Figure 1. Gate families picked out.
Scale bar: 10 um.
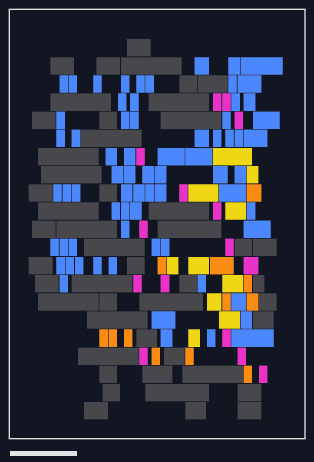
Figure 2. Clock distribution.
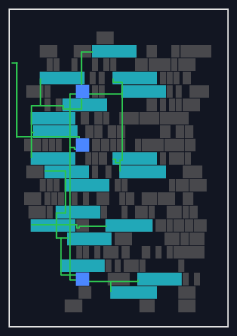
Figure 3. Drive-strength map.
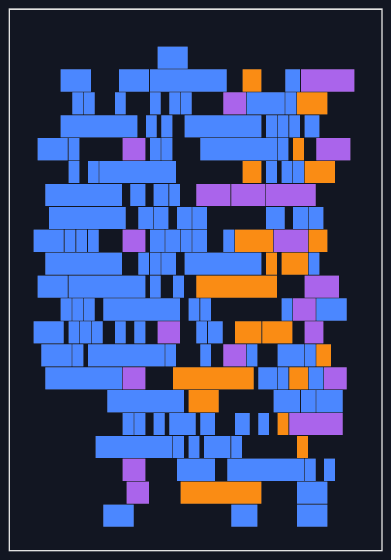
Figure 4. Signal wires on met3.
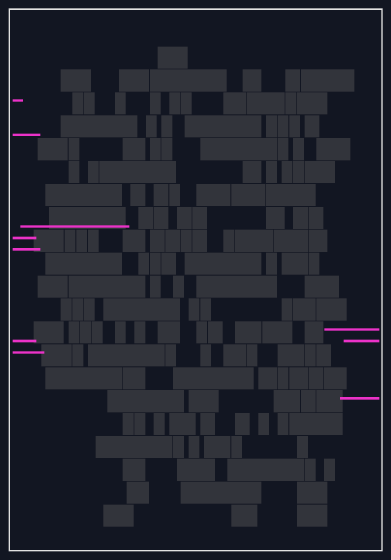
Figure 5. Routing congestion map.
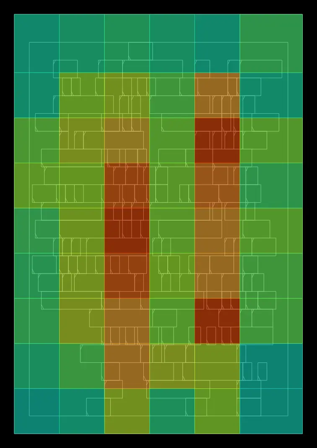
==> config.mk <==
export PLATFORM = sky130hd
export DESIGN_NAME = fifo_uart_tx
export DESIGN_NICKNAME = d
export VERILOG_FILES = /design/src/rtl/fifo_pkg.sv /design/src/rtl/uart_bit_timer.sv /design/src/rtl/fifo_uart_tx.sv
export SDC_FILE = /design/constraint.sdc
export NUM_CORES = 1
export LEC_CHECK = 0
export ABC_AREA = 1
export CAP_MARGIN = 40
export CORE_ASPECT_RATIO = 1.5
export CORE_MARGIN = 2
export CORE_UTILIZATION = 45
export CTS_BUF_LIST = sky130_fd_sc_hd__clkbuf_4
export DETAILED_ROUTE_END_ITERATION = 10
export PLACE_DENSITY = 0.7
export REMOVE_ABC_BUFFERS = 1
export SLEW_MARGIN = 5
export SYNTH_ARGS = -nofsm -noshare
export SYNTH_HDL_FRONTEND = slang
export SYNTH_SLANG_ARGS = --single-unit
export TNS_END_PERCENT = 50
==> constraint.sdc <==
create_clock -name clk -period 1.8 [get_ports clk]
set_input_delay 0.27 -clock clk [delete_from_list [all_inputs] [get_ports clk]]
set_output_delay 0.27 -clock clk [all_outputs]
set_load 0.02 [all_outputs]
==> out/qor.log <==
qor: status.outcome finished clean
qor: clock_network.ctsHtreeMaxLevel 1
qor: layout.nFlopsAndLatches 19
qor: place.dp_hpwl 1610 um
qor: layout.inv_count 15
qor: job.timing.max_cap.violations 0
qor: die.placeableCoreArea 2260 sq um
qor: synth.synth.cellmix.simpleShare 39.3%
qor: final_timing.setup-violations-final 0
qor: clock_network.clock_latency 0.29 ns
qor: power_and_ir_drop.p_switching 0.000142 W
qor: layout.bufAreaShareNonClock 14.0%
qor: global_routing.top_usage_layer met2
qor: power_and_ir_drop.fin_total_pwr 0.000712 W
qor: layout.clock_buffer_count 4
qor: power_and_ir_drop.power.sequential.fraction 62.2%
qor: synth.synthArstFlopShare 100%
qor: worst_setup_path.cpPeakStageDelay 0.59 ns
qor: die.floorplan.io_pins 16
qor: die.die_h 64.1 um
qor: die.dieWidth 44.1 um
qor: detailed_routing.drc 0
qor: worst_setup_path.cp_cell_sequence clkdlybuf4s50_1
qor: final_timing.finalSetupTns 0 ns
qor: die.tap_cells 23
qor: synth.post_synth_mux_area_share 0%
qor: detailed_routing.num_vias 890
qor: clock_network.post_cts_setup_buffer_count 0
qor: clock_network.cts.clk_slew.worst_paths 0.10 ns
qor: place.gpl.final_weighted_congestion 0.847
qor: synth.top_area_share 41.5%
qor: synth.synth_top_cell_by_area sky130_fd_sc_hd__dfrtp_1
qor: worst_setup_path.worst_ep_arrival_time 1.41 ns
qor: final_timing.slew-limit-headroom 81.7%
qor: synth.topCellsByArea sky130_fd_sc_hd__dfrtp_1 (42%), sky130_fd_sc_hd__nand2_1 (14%), sky130_fd_sc_hd__nand3_1 (6.9%)
## Picture notes: Figure 1
[yellow] aoi and oai cells | cells: 10
[magenta] inv cells | cells: 15 | most used: inv_1
[orange] nor cells | cells: 12 | most used: nor2_1
[blue] nand cells | cells: 69 | most used: nand2_1
most common cell after layout, fill and taps aside: sky130_fd_sc_hd__nand2_1
final instance count without filler cells: 177
multi-input gate share of total cell area: 41.4%

## Picture notes: Figure 2
[blue] clock-net drivers | count: 3
[cyan] flip-flops | count: 19
[green] clock wires | length: 209 um
routed clock nets: 4
worst setup skew after layout: 0.00445 ns
clock network fraction of design power: 30.6%

## Picture notes: Figure 3
[purple] x3 and x4 | cells: 19 | share: 12% | most used: buf_4
[orange] x2 | cells: 19 | share: 12% | most used: inv_2
[blue] x1 and smaller | cells: 116 | share: 75% | most used: nand2_1
final instance area: 1340 sq um
Buffers, non-clock: 21
fin worst setup slack: 0.123 ns
area overhead of the layout relative to synthesis: 23.4%

## Picture notes: Figure 4
share of all routed wire: 2.2%
wire length on this layer: 42.5 um
longest straight run: 12.6 um
nets with wire on the layer: 9
met3 layer usage reported by global route: 1.69%
post-detailed-routing wire length: 1980 um

## Picture notes: Figure 5
All-Layer GR Usage: 17.3%
GR Util met2: 29.0%
fraction of met1 tracks used by global routing: 21.6%
average wire per cell in the routed design: 11.2 um
Post-Route Utilization: 59.2%

[power by group through the flow]
stage	Sequential (W)	Clock (W)	Combinational [W]
after floorplan	0.000452	0	0.0000134
after global placement	0.000451	0	0.0000513
after detailed placement	0.000451	0	0.0000526
after CTS	0.000443	0.000233	0.0000527
after global routing	0.000444	0.000253	0.0000584
final	0.000443	0.000218	0.0000512
[kinds of logic after synthesis]
kind of cell             after synthesis
adder cells (fa/ha/maj)                2
AND-OR/OR-AND                         10
XOR/XNOR                               2
AND/OR/NAND/NOR                       81
buffers and inverters                 16
flip-flops                            19
[metrics by stage]
step                hold WS [ns]  utilization, %
floorplan                -0.0256               -
global placement           0.444            57.7
detailed placement         0.463            57.7
CTS                        0.294            59.1
global route               0.317            59.2
finish                     0.299            59.2
Power and IR drop assume default switching activity.
